--- src/rtl/ps2_pkg.sv ---
// Shared types and helpers for the PS/2 keyboard input path.
package ps2_pkg;

    // Scan-code prefix tracking states for the set-2 decoder.
    typedef enum logic [1:0] {
        IDLE      = 2'd0,
        BREAK     = 2'd1,
        EXT       = 2'd2,
        EXT_BREAK = 2'd3
    } kbd_state_t;

    localparam logic [7:0] SC_BREAK = 8'hF0;
    localparam logic [7:0] SC_EXT   = 8'hE0;

    // Returns {hit, ascii}. Only letters, digits and space are meaningful to the game.
    function automatic logic [8:0] scan_to_ascii(input logic [7:0] code);
        logic [8:0] res;
        res = 9'h000;
        case (code)
            8'h1C: res = {1'b1, 8'h41}; // A
            8'h32: res = {1'b1, 8'h42}; // B
            8'h21: res = {1'b1, 8'h43}; // C
            8'h23: res = {1'b1, 8'h44}; // D
            8'h24: res = {1'b1, 8'h45}; // E
            8'h2B: res = {1'b1, 8'h46}; // F
            8'h34: res = {1'b1, 8'h47}; // G
            8'h33: res = {1'b1, 8'h48}; // H
            8'h43: res = {1'b1, 8'h49}; // I
            8'h3B: res = {1'b1, 8'h4A}; // J
            8'h42: res = {1'b1, 8'h4B}; // K
            8'h4B: res = {1'b1, 8'h4C}; // L
            8'h3A: res = {1'b1, 8'h4D}; // M
            8'h31: res = {1'b1, 8'h4E}; // N
            8'h44: res = {1'b1, 8'h4F}; // O
            8'h4D: res = {1'b1, 8'h50}; // P
            8'h15: res = {1'b1, 8'h51}; // Q
            8'h2D: res = {1'b1, 8'h52}; // R
            8'h1B: res = {1'b1, 8'h53}; // S
            8'h2C: res = {1'b1, 8'h54}; // T
            8'h3C: res = {1'b1, 8'h55}; // U
            8'h2A: res = {1'b1, 8'h56}; // V
            8'h1D: res = {1'b1, 8'h57}; // W
            8'h22: res = {1'b1, 8'h58}; // X
            8'h35: res = {1'b1, 8'h59}; // Y
            8'h1A: res = {1'b1, 8'h5A}; // Z
            8'h45: res = {1'b1, 8'h30}; // 0
            8'h16: res = {1'b1, 8'h31}; // 1
            8'h1E: res = {1'b1, 8'h32}; // 2
            8'h26: res = {1'b1, 8'h33}; // 3
            8'h25: res = {1'b1, 8'h34}; // 4
            8'h2E: res = {1'b1, 8'h35}; // 5
            8'h36: res = {1'b1, 8'h36}; // 6
            8'h3D: res = {1'b1, 8'h37}; // 7
            8'h3E: res = {1'b1, 8'h38}; // 8
            8'h46: res = {1'b1, 8'h39}; // 9
            8'h29: res = {1'b1, 8'h20}; // space
            default: res = 9'h000;
        endcase
        return res;
    endfunction

endpackage

--- src/rtl/ps2_key_decoder_frame_rx.sv ---
// PS/2 frame receiver: synchronises the raw lines, shifts in 11-bit frames on
// falling PS/2 clock edges, validates start/parity/stop and abandons stalled frames.
module ps2_frame_rx #(
    parameter int TIMEOUT_CYC = 50000
) (
    input  logic       clk,
    input  logic       rst,
    input  logic       ps2_clk,
    input  logic       ps2_dat,
    output logic       code_valid,
    output logic [7:0] code,
    output logic       frame_err
);
    localparam int TW = $clog2(TIMEOUT_CYC + 1);

    logic [2:0]    sync_clk_reg;
    logic [1:0]    sync_dat_reg;
    logic [3:0]    bit_cnt_reg;
    logic [9:0]    shift_reg;
    logic [TW-1:0] tmo_cnt_reg;
    logic          code_valid_reg;
    logic [7:0]    code_reg;
    logic          frame_err_reg;

    logic          fall;
    logic [10:0]   frame;
    logic          frame_ok;

    // Oldest two clock samples show a 1 -> 0 transition; data is aligned to sample [1].
    assign fall     = (sync_clk_reg[2:1] == 2'b10);
    // Full frame as it stands on the stop-bit edge: bit 0 is start, bit 10 is stop.
    assign frame    = {sync_dat_reg[1], shift_reg};
    assign frame_ok = ~frame[0] & frame[10] & (^frame[9:1]);

    // Synchronisers for the asynchronous PS/2 lines; reset to idle-high so release is quiet.
    always_ff @(posedge clk) begin
        if (rst) begin
            sync_clk_reg <= 3'b111;
            sync_dat_reg <= 2'b11;
        end else begin
            sync_clk_reg <= {sync_clk_reg[1:0], ps2_clk};
            sync_dat_reg <= {sync_dat_reg[0], ps2_dat};
        end
    end

    // Bit shifter, frame check and stall timeout.
    always_ff @(posedge clk) begin
        if (rst) begin
            bit_cnt_reg    <= 4'd0;
            shift_reg      <= 10'd0;
            tmo_cnt_reg    <= '0;
            code_valid_reg <= 1'b0;
            code_reg       <= 8'd0;
            frame_err_reg  <= 1'b0;
        end else begin
            code_valid_reg <= 1'b0;
            frame_err_reg  <= 1'b0;
            if (fall) begin
                tmo_cnt_reg <= '0;
                if (bit_cnt_reg == 4'd10) begin
                    bit_cnt_reg <= 4'd0;
                    if (frame_ok) begin
                        code_valid_reg <= 1'b1;
                        code_reg       <= frame[8:1];
                    end else begin
                        frame_err_reg  <= 1'b1;
                    end
                end else begin
                    bit_cnt_reg <= bit_cnt_reg + 4'd1;
                    shift_reg   <= {sync_dat_reg[1], shift_reg[9:1]};
                end
            end else if (bit_cnt_reg != 4'd0) begin
                if (tmo_cnt_reg == TW'(TIMEOUT_CYC - 1)) begin
                    tmo_cnt_reg   <= '0;
                    bit_cnt_reg   <= 4'd0;
                    frame_err_reg <= 1'b1;
                end else begin
                    tmo_cnt_reg <= tmo_cnt_reg + TW'(1);
                end
            end else begin
                tmo_cnt_reg <= '0;
            end
        end
    end

    assign code_valid = code_valid_reg;
    assign code       = code_reg;
    assign frame_err  = frame_err_reg;

endmodule

--- src/rtl/ps2_key_decoder.sv ---
// Top of the keyboard input stage: frame receiver, set-2 make/break decoder with
// repeat suppression, and a keypress FIFO with a registered head.
module ps2_key_decoder
    import ps2_pkg::*;
#(
    parameter int FIFO_DEPTH  = 8,
    parameter int TIMEOUT_CYC = 50000
) (
    input  logic       clk,
    input  logic       rst,
    input  logic       ps2_clk,
    input  logic       ps2_dat,
    output logic [7:0] out_data,
    output logic       out_valid,
    input  logic       out_ready,
    output logic       overflow,
    output logic [7:0] err_cnt
);
    localparam int AW = $clog2(FIFO_DEPTH);

    logic       code_valid;
    logic [7:0] code;
    logic       frame_err;
    logic [8:0] lookup;

    kbd_state_t state_reg;
    logic [7:0] held_code_reg;
    logic       push_reg;
    logic [7:0] push_data_reg;

    logic [7:0]  mem [FIFO_DEPTH];
    logic [AW:0] wr_ptr_reg, rd_ptr_reg;
    logic [AW:0] wr_ptr_next, rd_ptr_next;
    logic        out_valid_reg;
    logic [7:0]  out_data_reg;
    logic        overflow_reg;
    logic [7:0]  err_cnt_reg;
    logic        full, do_pop, do_push, bypass;

    ps2_frame_rx #(
        .TIMEOUT_CYC(TIMEOUT_CYC)
    ) u_rx (
        .clk       (clk),
        .rst       (rst),
        .ps2_clk   (ps2_clk),
        .ps2_dat   (ps2_dat),
        .code_valid(code_valid),
        .code      (code),
        .frame_err (frame_err)
    );

    assign lookup = scan_to_ascii(code);

    // Prefix-tracking decoder; a make code only produces a keypress when it differs
    // from the key currently held, so typematic repeats are swallowed.
    always_ff @(posedge clk) begin
        if (rst) begin
            state_reg     <= IDLE;
            held_code_reg <= 8'd0;
            push_reg      <= 1'b0;
            push_data_reg <= 8'd0;
        end else begin
            push_reg <= 1'b0;
            if (code_valid) begin
                case (state_reg)
                    IDLE: begin
                        if (code == SC_BREAK) begin
                            state_reg <= BREAK;
                        end else if (code == SC_EXT) begin
                            state_reg <= EXT;
                        end else if (lookup[8] && (code != held_code_reg)) begin
                            held_code_reg <= code;
                            push_reg      <= 1'b1;
                            push_data_reg <= lookup[7:0];
                        end
                    end
                    BREAK: begin
                        state_reg <= IDLE;
                        if (code == held_code_reg) held_code_reg <= 8'd0;
                    end
                    EXT: begin
                        state_reg <= (code == SC_BREAK) ? EXT_BREAK : IDLE;
                    end
                    default: begin
                        state_reg <= IDLE;
                    end
                endcase
            end
        end
    end

    assign full        = ((wr_ptr_reg - rd_ptr_reg) == (AW+1)'(FIFO_DEPTH));
    assign do_pop      = out_valid_reg & out_ready;
    assign do_push     = push_reg & (~full | do_pop);
    assign wr_ptr_next = do_push ? wr_ptr_reg + (AW+1)'(1) : wr_ptr_reg;
    assign rd_ptr_next = do_pop  ? rd_ptr_reg + (AW+1)'(1) : rd_ptr_reg;
    // The incoming entry becomes the head when it lands exactly where the read pointer goes next.
    assign bypass      = do_push & (wr_ptr_reg == rd_ptr_next);

    // Storage array, no reset so it maps onto block RAM.
    always_ff @(posedge clk) begin
        if (do_push) mem[wr_ptr_reg[AW-1:0]] <= push_data_reg;
    end

    // Pointers, registered head, and the sticky status outputs.
    always_ff @(posedge clk) begin
        if (rst) begin
            wr_ptr_reg    <= '0;
            rd_ptr_reg    <= '0;
            out_valid_reg <= 1'b0;
            out_data_reg  <= 8'd0;
            overflow_reg  <= 1'b0;
            err_cnt_reg   <= 8'd0;
        end else begin
            wr_ptr_reg    <= wr_ptr_next;
            rd_ptr_reg    <= rd_ptr_next;
            out_valid_reg <= (wr_ptr_next != rd_ptr_next);
            if (wr_ptr_next != rd_ptr_next)
                out_data_reg <= bypass ? push_data_reg : mem[rd_ptr_next[AW-1:0]];
            if (push_reg && full && !do_pop)
                overflow_reg <= 1'b1;
            if (frame_err && (err_cnt_reg != 8'hFF))
                err_cnt_reg <= err_cnt_reg + 8'd1;
        end
    end

    assign out_data  = out_data_reg;
    assign out_valid = out_valid_reg;
    assign overflow  = overflow_reg;
    assign err_cnt   = err_cnt_reg;

endmodule

--- config.mk ---
export PLATFORM = sky130hd
export DESIGN_NAME = ps2_key_decoder
export DESIGN_NICKNAME = d
export VERILOG_FILES = /design/src/rtl/ps2_pkg.sv /design/src/rtl/ps2_key_decoder_frame_rx.sv /design/src/rtl/ps2_key_decoder.sv
export SDC_FILE = /design/constraint.sdc
export NUM_CORES = 1
export LEC_CHECK = 0
export ABC_AREA = 1
export CORE_MARGIN = 2
export CORE_UTILIZATION = 55
export DETAILED_ROUTE_END_ITERATION = 12
export PLACE_DENSITY_LB_ADDON = 0.05
export SLEW_MARGIN = 0
export SYNTH_ARGS = -nofsm -noshare
export SYNTH_HDL_FRONTEND = slang
export SYNTH_HIERARCHICAL = 1
export SYNTH_SLANG_ARGS = --single-unit
--- constraint.sdc ---
create_clock -name clk -period 6.5 [get_ports clk]
set_clock_uncertainty 0.05 [all_clocks]
set_input_delay 1.3 -clock clk [delete_from_list [all_inputs] [get_ports clk]]
set_output_delay 1.3 -clock clk [all_outputs]
set_load 0.05 [all_outputs]
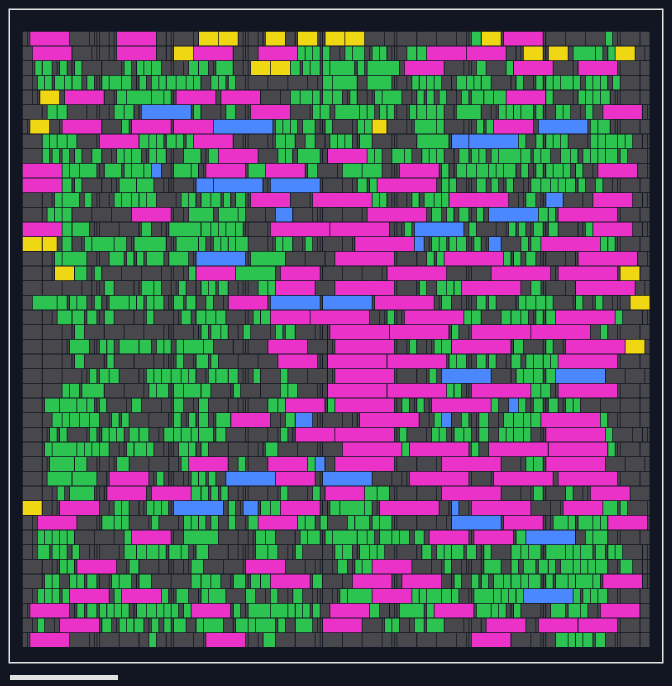
**Above:** run 1 (cell classes on the final placement).
The bar under the picture is 20 um long. Fill, decap, tap and diode cells in grey.
| class | colour | cells | share of their area |
|---|---|---|---|
| sequential cells | magenta | 144 | 42% |
| combinational and other logic | green | 794 | 48% |
| remaining buffers and delay cells | yellow | 23 | 2.8% |
| clock drivers and dummy loads | blue | 32 | 6.9% |

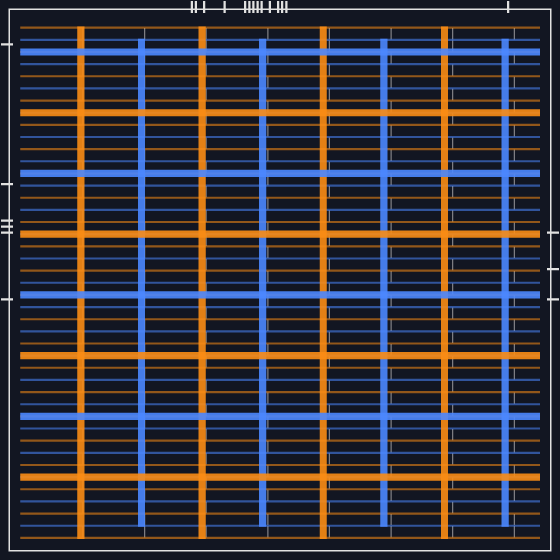
**Above:** run 1 (power grid).
Pins as bars on the die edge. Tap cells in grey.
| net | colour |
|---|---|
| VSS | orange |
| VDD | blue |
met4 straps: 8
met5 straps: 8
tap cells: 176
signal pins: 23

==> results.rst, run 1 <==
Flow metrics
------------

.. list-table::
   :header-rows: 1

   * - Metric
     - Value
   * - Post-placement worst setup slack
     - 2.389 ns
   * - Repair and plain buffers
     - 23
   * - Filler cell count
     - roughly 1.2k
   * - Static power due to leakage
     - 3.493 nW
   * - Final non-clock buffer share
     - approximately 2.7%
   * - Routed via count
     - between 6k and 7k
   * - Cell repeated most along the worst path
     - nand2_1
   * - Xor and xnor area share after synthesis
     - 1.747%
   * - Logic cell area
     - ~3500 um^2
   * - Per-instance average area after synthesis
     - 7.783 um^2
   * - Worst Setup Path Type
     - input port to flip-flop
   * - Detailed Route Iter0 Violations
     - 601
   * - # setup viols final
     - 0
   * - Number of nets in the finished design
     - about 1k
   * - Number of sinks on the clock net
     - roughly 140
   * - Routability congestion estimate from global placement
     - 0.9507
   * - Sequential fraction of design power
     - slightly below 50%
   * - Met1 track demand over resource in global routing
     - between 30% and 40%
   * - Number of synthesized flops with an enable pin
     - approximately 56
   * - Die Footprint
     - about 15000 um^2
   * - Most numerous cell types in the synthesized netlist
     - nand2_1, inv_1, nand3_1
   * - Tightest Pin Transition
     - between 0.9 and 1 ns
   * - Number of clock buffers in the layout
     - 20
   * - Run status
     - finished clean
   * - Antenna violations before repair
     - 0
   * - Simple Share, Synth
     - around a third
   * - Setup Total Neg Slack
     - 0 ns
   * - Per-cell routed wire length
     - 15.03 um
   * - Drt pass-1 iters
     - 6
   * - Maximum VDD drop
     - approximately 0.19 mV
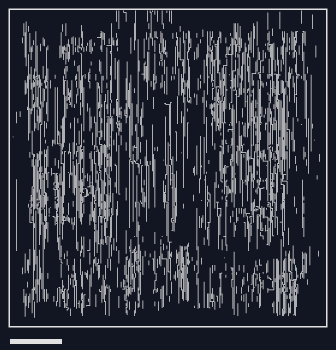
**Above:** run 1 (signal wires on met2).
The bar under the picture is 20 um long.
share of all routed wire: 46%
nets with wire on the layer: 760

**Run 1: cell placement**

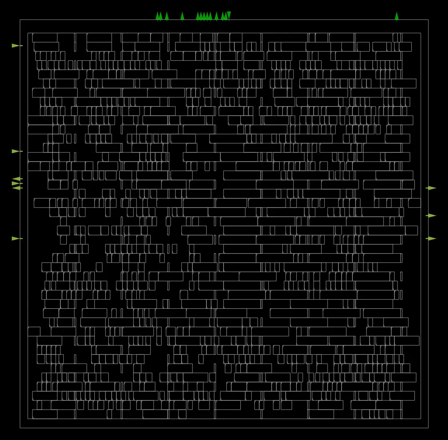

--- run 2 (diff from run 1) ---
==> constraint.sdc (replaced) <==
create_clock -name clk -period 3.8 [get_ports clk]
set_clock_uncertainty 0.05 [all_clocks]
set_input_delay 0.76 -clock clk [delete_from_list [all_inputs] [get_ports clk]]
set_output_delay 0.76 -clock clk [all_outputs]
set_load 0.05 [all_outputs]
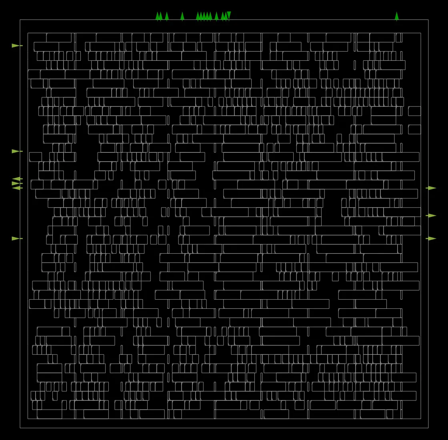
**Above:** run 2 (cell placement).
Post-Layout Cell Count: 1172
filler cell count: 1160
number of rows in the core area: 42
final core utilization: 63.17%
flop share of the area: 41.00%

==> run 2 against run 1 <==
Power is 71% higher. Worst setup slack worse by 1.6 ns. Sequential power is 71% higher. Die area stayed put. Register-to-register slack worse by 2.5 ns. Flip-flop count stayed put. Combinational power is 73% higher. Critical endpoint is now held_code_reg[6]$_SDFFE_PP0P_. Highest routed layer unchanged.
==> results.rst, run 2 <==
Flow metrics
------------

.. list-table::
   :header-rows: 1

   * - Metric
     - Value
   * - Run status
     - finished clean
   * - Die Footprint
     - around 15000 um^2
   * - Number of nets in the finished design
     - 1005
   * - Simple Share, Synth
     - 33.10%
   * - Number of ports placed on the die boundary
     - 23
   * - Combinational gates
     - just under 700
   * - Post-placement worst setup slack
     - 0.8573 ns
   * - Per-cell routed wire length
     - around 15 um
   * - Count of max-cap constraint violations
     - 0
   * - Final period util
     - about 69%
   * - Number of global-route vias before repair
     - 6058
   * - Number of synthesized flops with an enable pin
     - 56
   * - Sequential group power
     - 0.00161 W
   * - Drt pass-1 iters
     - 5
   * - Core Util at FP
     - between 50% and 60%
   * - Final period demand of the worst path
     - 2.628 ns
   * - Routability congestion estimate from global placement
     - between 0.9 and 1
   * - Adder Share, Synth
     - ~2.8%
   * - Maximum VDD drop
     - about 0.32 mV
   * - Sequential fraction of design power
     - about half
   * - Cell with the largest stage delay on the worst path
     - dfxtp_1
   * - Number of sinks on the clock net
     - 144
   * - Most numerous cell types in the synthesized netlist
     - nand2_1, inv_1, nand3_1
   * - Worst setup path startpoint
     - u_rx/code[2]$_SDFFE_PP0P_
   * - Highest-power group
     - registers
   * - Tightest Pin Transition
     - 0.9473 ns
   * - Max reg flops
     - approximately 56
   * - Per-instance average area after synthesis
     - 7.783 um^2
   * - Detailed Route Iter0 Violations
     - about 540
   * - Prevailing post-synth register cell
     - dfxtp_1
   * - Xor and xnor area share after synthesis
     - roughly 1.7%
   * - Routed via count
     - approximately 6.4k
   * - Logic cell area
     - around 3500 um^2
   * - Final non-clock buffer share
     - about 2.9%
   * - Met1 track demand over resource in global routing
     - 33.94%
   * - Most area-consuming cells after synthesis
     - dfxtp_1, edfxtp_1, nand2_1, nand3_1, inv_1
   * - Share of the final layout cell area in multi-input gates
     - approximately two fifths
   * - Nets at Floorplan
     - 988
   * - Post-synth seq share
     - 45.80%
   * - Worst Setup Path Type
     - flip-flop to flip-flop
   * - Antenna violations before repair
     - 0
   * - Cells after DPL
     - approximately 1.1k
   * - Number of clock buffers in the layout
     - 18
   * - Setup Total Neg Slack
     - 0 ns
   * - Inverters
     - ~110
   * - Repair and plain buffers
     - 26
   * - Worst reg-to-reg path cell count
     - 10
   * - Static power due to leakage
     - roughly 3.5 nW
   * - # setup viols final
     - 0
   * - Tightest Hold Check Type
     - flip-flop to flip-flop
**Run 2: cell classes on the final placement**

The bar under the picture is 20 um long. Fill, decap, tap and diode cells in grey.
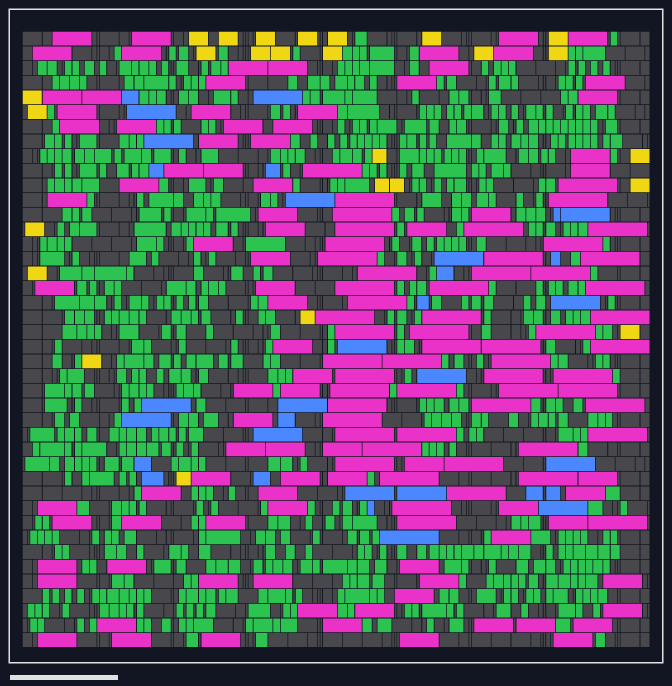

--- run 3 (diff from run 2) ---
==> constraint.sdc (replaced) <==
create_clock -name clk -period 2.1 [get_ports clk]
set_clock_uncertainty 0.05 [all_clocks]
set_input_delay 0.42 -clock clk [delete_from_list [all_inputs] [get_ports clk]]
set_output_delay 0.42 -clock clk [all_outputs]
set_load 0.05 [all_outputs]
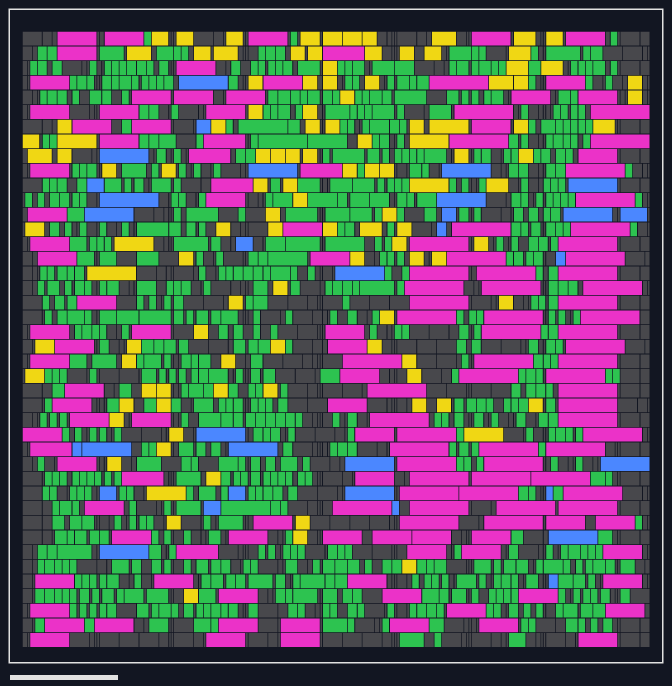
**Above:** run 3 (cell classes on the final placement).
The bar under the picture is 20 um long. Fill, decap, tap and diode cells in grey.
| class | colour | cells | share of their area |
|---|---|---|---|
| sequential cells | magenta | 144 | 38% |
| remaining buffers and delay cells | yellow | 114 | 11% |
| clock drivers and dummy loads | blue | 32 | 6.0% |
| combinational and other logic | green | 796 | 45% |

==> run 3 against run 2 <==
The run now ends with negative setup slack left. Worst setup slack got worse by 1.2 ns. Critical path depth grew 6. Clock power is 79% higher. Worst hold slack got worse by 0.0030 ns.
==> results.rst, run 3 <==
Flow metrics
------------

.. list-table::
   :header-rows: 1

   * - Metric
     - Value
   * - Number of global-route vias before repair
     - 6490
   * - Worst reg-to-reg path cell count
     - 16
   * - Run status
     - finished with violations
   * - Number of clock buffers in the layout
     - 20
   * - Filler cell count
     - roughly 1.0k
   * - Inverters
     - between 100 and 150
   * - Most area-consuming cells after synthesis
     - dfxtp_1, edfxtp_1, nand2_1, nand3_1, inv_1
   * - Sequential fraction of design power
     - 49.0%
   * - Repair and plain buffers
     - between 100 and 150
   * - Final period util
     - 102.7%
   * - Tightest Hold Check Type
     - flip-flop to flip-flop
   * - Prevailing post-synth register cell
     - dfxtp_1
   * - Sequential group power
     - 0.00291 W
   * - Cell with the largest stage delay on the worst path
     - dfxtp_2
   * - Final period demand of the worst path
     - approximately 2.2 ns
   * - Number of nets in the finished design
     - around 1.1k
   * - Setup Total Neg Slack
     - -1.068 ns
   * - Share of the final layout cell area in multi-input gates
     - around 40%
   * - Per-cell routed wire length
     - around 16 um
   * - Per-instance average area after synthesis
     - 7.783 um^2
   * - Drt pass-1 iters
     - 5
   * - Violated checks
     - negative setup slack
   * - Final core utilization
     - 70.91%
   * - Xor and xnor area share after synthesis
     - roughly 1.7%
   * - Final critical-path setup slack
     - -0.05693 ns
   * - Post-Layout Cell Count
     - 1262
   * - Number of sinks on the clock net
     - between 100 and 150
   * - Highest-power group
     - registers
   * - Max reg flops
     - ~56
   * - Nets at Floorplan
     - 988
   * - Core Util at FP
     - approximately 57%
   * - Simple Share, Synth
     - 33.10%
   * - Count of max-cap constraint violations
     - 0
   * - Cell repeated most along the worst path
     - nand2_4
   * - Maximum VDD drop
     - 0.6117 mV
   * - Tightest Pin Transition
     - between 0.5 and 0.6 ns
   * - Adder Share, Synth
     - around 2.8%
   * - Final non-clock buffer share
     - 11.00%
   * - Flop share of the area
     - ~37%
   * - Cells after DPL
     - about 1.2k
   * - Worst Setup Path Type
     - flip-flop to flip-flop
   * - Post-placement worst setup slack
     - -0.3187 ns
   * - Combinational gates
     - between 600 and 700
   * - # setup viols final
     - 36
   * - Routability congestion estimate from global placement
     - around 0.9
No activity file was given, so power comes from the tool's default toggle rates.
